==> config.mk <==
export PLATFORM = sky130hd
export DESIGN_NAME = fifo_rd_drain
export DESIGN_NICKNAME = d
export VERILOG_FILES = /design/src/rtl/fifo_pkg.sv /design/src/rtl/fifo_skid_buf.sv /design/src/rtl/fifo_rd_drain.sv
export SDC_FILE = /design/constraint.sdc
export NUM_CORES = 1
export LEC_CHECK = 0
export CAP_MARGIN = 20
export CELL_PAD_IN_SITES_DETAIL_PLACEMENT = 1
export CELL_PAD_IN_SITES_GLOBAL_PLACEMENT = 2
export CORE_UTILIZATION = 32
export DETAILED_ROUTE_END_ITERATION = 12
export GPL_TIMING_DRIVEN = 0
export PLACE_DENSITY = 0.79
export SLEW_MARGIN = 10
export SYNTH_ARGS = -nofsm -noshare
export SYNTH_HDL_FRONTEND = slang
export SYNTH_SLANG_ARGS = --single-unit
==> constraint.sdc <==
create_clock -name rclk -period 2.1 [get_ports rclk]
set_clock_uncertainty 0.05 [all_clocks]
set_input_delay 0.42 -clock rclk [delete_from_list [all_inputs] [get_ports rclk]]
set_output_delay 0.42 -clock rclk [all_outputs]
set_load 0.02 [all_outputs]
==> src/rtl/fifo_pkg.sv <==
// Shared FIFO definitions: default widths and the read-side drain state encoding.
package fifo_pkg;

  localparam int DEF_DATA_WIDTH = 8;
  localparam int DEF_ADDR_WIDTH = 4;

  typedef enum logic [1:0] {
    IDLE  = 2'd0,
    RUN   = 2'd1,
    DRAIN = 2'd2
  } rd_state_e;

endpackage

==> src/rtl/fifo_skid_buf.sv <==
// Two-entry in-order {data,last} buffer; entry 0 is the head and drives the output.
module fifo_skid_buf #(
  parameter int DATA_WIDTH = fifo_pkg::DEF_DATA_WIDTH
) (
  input  logic                  clk,
  input  logic                  rst,
  input  logic                  in_valid,
  output logic                  in_ready,
  input  logic [DATA_WIDTH-1:0] in_data,
  input  logic                  in_last,
  output logic                  out_valid,
  input  logic                  out_ready,
  output logic [DATA_WIDTH-1:0] out_data,
  output logic                  out_last,
  output logic [1:0]            count
);

  logic [DATA_WIDTH-1:0] data0_q, data0_d, data1_q, data1_d;
  logic                  last0_q, last0_d, last1_q, last1_d;
  logic [1:0]            count_q, count_d;
  logic                  push, pop;

  assign in_ready  = (count_q < 2'd2);
  assign out_valid = (count_q != 2'd0);
  assign out_data  = data0_q;
  assign out_last  = last0_q;
  assign count     = count_q;

  assign push = in_valid && in_ready;
  assign pop  = out_valid && out_ready;

  always_comb begin
    data0_d = data0_q;
    last0_d = last0_q;
    data1_d = data1_q;
    last1_d = last1_q;
    if (pop) begin
      data0_d = data1_q;
      last0_d = last1_q;
    end
    // A push lands in the first slot that is free after this cycle's pop.
    if (push) begin
      if (count_q == 2'd0 || (count_q == 2'd1 && pop)) begin
        data0_d = in_data;
        last0_d = in_last;
      end else begin
        data1_d = in_data;
        last1_d = in_last;
      end
    end
    count_d = count_q + {1'b0, push} - {1'b0, pop};
  end

  always_ff @(posedge clk or posedge rst) begin
    if (rst) begin
      data0_q <= '0;
      last0_q <= 1'b0;
      data1_q <= '0;
      last1_q <= 1'b0;
      count_q <= 2'd0;
    end else begin
      data0_q <= data0_d;
      last0_q <= last0_d;
      data1_q <= data1_d;
      last1_q <= last1_d;
      count_q <= count_d;
    end
  end

endmodule

==> src/rtl/fifo_rd_drain.sv <==
// FIFO read-side consumer: pops words into a skid buffer and streams them out with
// burst framing; dropping enable mid-burst drains to the burst boundary before idling.
module fifo_rd_drain
  import fifo_pkg::*;
#(
  parameter int DATA_WIDTH = fifo_pkg::DEF_DATA_WIDTH,
  parameter int BURST_LEN  = 4,
  parameter int CNT_WIDTH  = 16
) (
  input  logic                  rclk,
  input  logic                  rrst,
  input  logic                  enable,
  input  logic                  rempty,
  input  logic [DATA_WIDTH-1:0] rdata,
  output logic                  rinc,
  output logic                  m_valid,
  input  logic                  m_ready,
  output logic [DATA_WIDTH-1:0] m_data,
  output logic                  m_last,
  output logic                  busy,
  output logic [CNT_WIDTH-1:0]  rd_count
);

  localparam int BP_W = (BURST_LEN > 1) ? $clog2(BURST_LEN) : 1;
  localparam logic [BP_W-1:0] BP_LAST = BP_W'(BURST_LEN - 1);

  rd_state_e            state_q, state_d;
  logic [BP_W-1:0]      burst_pos_q, burst_pos_d;
  logic [CNT_WIDTH-1:0] rd_count_q, rd_count_d;
  logic                 pop_last;
  logic                 buf_in_ready;
  logic [1:0]           buf_count;

  assign pop_last = (burst_pos_q == BP_LAST);
  assign rd_count = rd_count_q;

  always_ff @(posedge rclk or posedge rrst) begin
    if (rrst) begin
      state_q     <= IDLE;
      burst_pos_q <= '0;
      rd_count_q  <= '0;
    end else begin
      state_q     <= state_d;
      burst_pos_q <= burst_pos_d;
      rd_count_q  <= rd_count_d;
    end
  end

  always_comb begin
    burst_pos_d = burst_pos_q;
    rd_count_d  = rd_count_q;
    if (rinc) begin
      burst_pos_d = pop_last ? '0 : burst_pos_q + 1'b1;
      rd_count_d  = rd_count_q + 1'b1;
    end
  end

  // Leaving RUN looks at the post-pop position, so IDLE is only ever entered at a boundary.
  always_comb begin
    state_d = state_q;
    unique case (state_q)
      IDLE:  if (enable) state_d = RUN;
      RUN:   if (!enable) state_d = (burst_pos_d != '0) ? DRAIN : IDLE;
      DRAIN: begin
        if (enable)                state_d = RUN;
        else if (rinc && pop_last) state_d = IDLE;
      end
      default: state_d = IDLE;
    endcase
  end

  always_comb begin
    rinc = (state_q == RUN || state_q == DRAIN) && !rempty && buf_in_ready;
    busy = (state_q != IDLE) || (buf_count != 2'd0);
  end

  fifo_skid_buf #(
    .DATA_WIDTH(DATA_WIDTH)
  ) u_skid (
    .clk      (rclk),
    .rst      (rrst),
    .in_valid (rinc),
    .in_ready (buf_in_ready),
    .in_data  (rdata),
    .in_last  (pop_last),
    .out_valid(m_valid),
    .out_ready(m_ready),
    .out_data (m_data),
    .out_last (m_last),
    .count    (buf_count)
  );

  a_rinc_not_empty: assert property (@(posedge rclk) disable iff (rrst)
    rinc |-> !rempty);

  a_stream_hold: assert property (@(posedge rclk) disable iff (rrst)
    (m_valid && !m_ready) |=> (m_valid && $stable(m_data) && $stable(m_last)));

endmodule
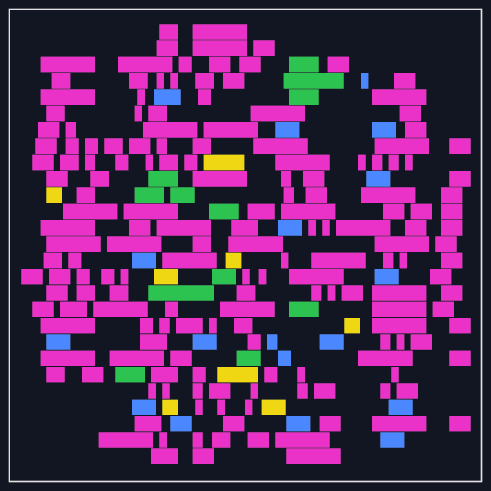
sizing.png
(6 px per um)
green -> x6 and larger  # cells 12, share 5.7%
yellow -> x3 and x4  # cells 8, share 3.8%
magenta -> x1 and smaller  # cells 171, share 82%
blue -> x2  # cells 18, share 8.6%
Design Area, Final: 2570 sq um
buffers outside the clock class: 48
Final WS setup: 90.3 ps

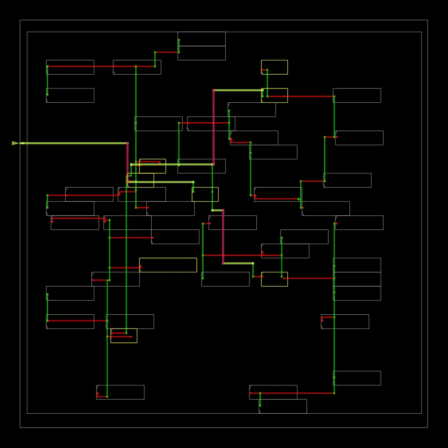
clock_nets.png
Flops: 40
Inserted Clock Buffers: 5
CLK BUF: 7

==> metrics.cfg <==
[yosys]
fa_ha_area_frac = 0.0535
synthMuxAreaShare = 0.132
yosysWarnings = 0
synth.top_cell.area_share = 0.535
ys_sh_simple = 0.143

[layout]
final_common_cell = dfrtp_1
final_cell_mix = dfrtp_1 (40), clkdlybuf4s50_1 (38), nand2_1 (14), mux2_2 (13)

[drt]
routed_via_density = 4.77
drtAntennaViolNets = 0
wire_per_inst_um = 15.1
maxUsedRoutingLayer = met4

[power]
vdd_drop_max_v = 0.000589

[critical_path]
cp_slowest_cell = clkdlybuf4s50_1
max_stage_delay_ps = 620
reg2regPathDepth = 7
crit_family = buffers and inverters
startpoint = u_skid.count[1]

[global_route]
gr-usage-met2 = 0.260
top_usage_layer = met2
antenna_found_initial = 0
grt_pass1_wl_um = 7110

[clocking]
clock-root-buffer = clkbuf_8
clk_pin_slew_worst_paths_ps = 80

[placed_design]
place_congestion = 0.710
dp_hpwl_um = 3010

[die]
fp-utilization = 0.336

[final_timing]
whs_ps = 418

[status]
outcome = completed

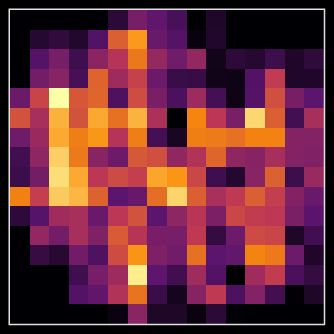
route_heat.png
(4 px per um) 16 x 16 tiles, from black (low) to pale yellow (high), scaled to the fullest tile. Values are wire area over tile area, all layers added.
nearly empty tiles = 16%
mean over tiles = 0.11
densest ninth of the die = middle left
GRT Total Usage: 0.152
vias after detailed routing: 1,340
Total Routed Length: 4250 um

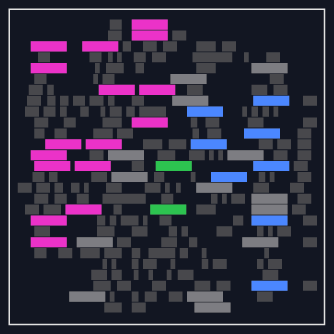
ff_map.png
(4 px per um) Other sequential cells in the stronger grey, the rest of the logic in the fainter grey.
green -> u_skid.count  # flops 2
magenta -> rd_count  # flops 16
blue -> u_skid.out_data  # flops 8
not coloured = 14
register area: 1000 sq um
Seq area share: 0.390
sequential logic power: 0.00124 W
Core Util, Final: 0.461

==> cells by family (layout without fill, tap and decap cells) <==
logic type / count (synthesis) / after routing
xor+xnor: 17 / 17
fa+ha+maj: 8 / 8
buf+inv: 11 / 63
simple gates: 47 / 47
compound gates: 11 / 11
mux: 23 / 23
flops: 40 / 40
==> where the power goes <==
| group | switching [W] | leakage [nW] | internal [W] | total, W |
|---|---|---|---|---|
| Sequential | 0.000201 | 0.513 | 0.00104 | 0.00124 |
| Combinational | 0.000656 | 0.625 | 0.000698 | 0.00135 |
| Clock | 0.000265 | 0.0645 | 0.000419 | 0.000684 |
==> worst reg2reg max path, cell delays in order, from the launching register on <==
cell and delay [ps]:
dfrtp_1 380, inv_1 70, ha_1 290, nor3b_4 160
buf_6 120, buf_4 170, nand2_2 220, mux2_2 380
No activity file was given, so power comes from the tool's default toggle rates.
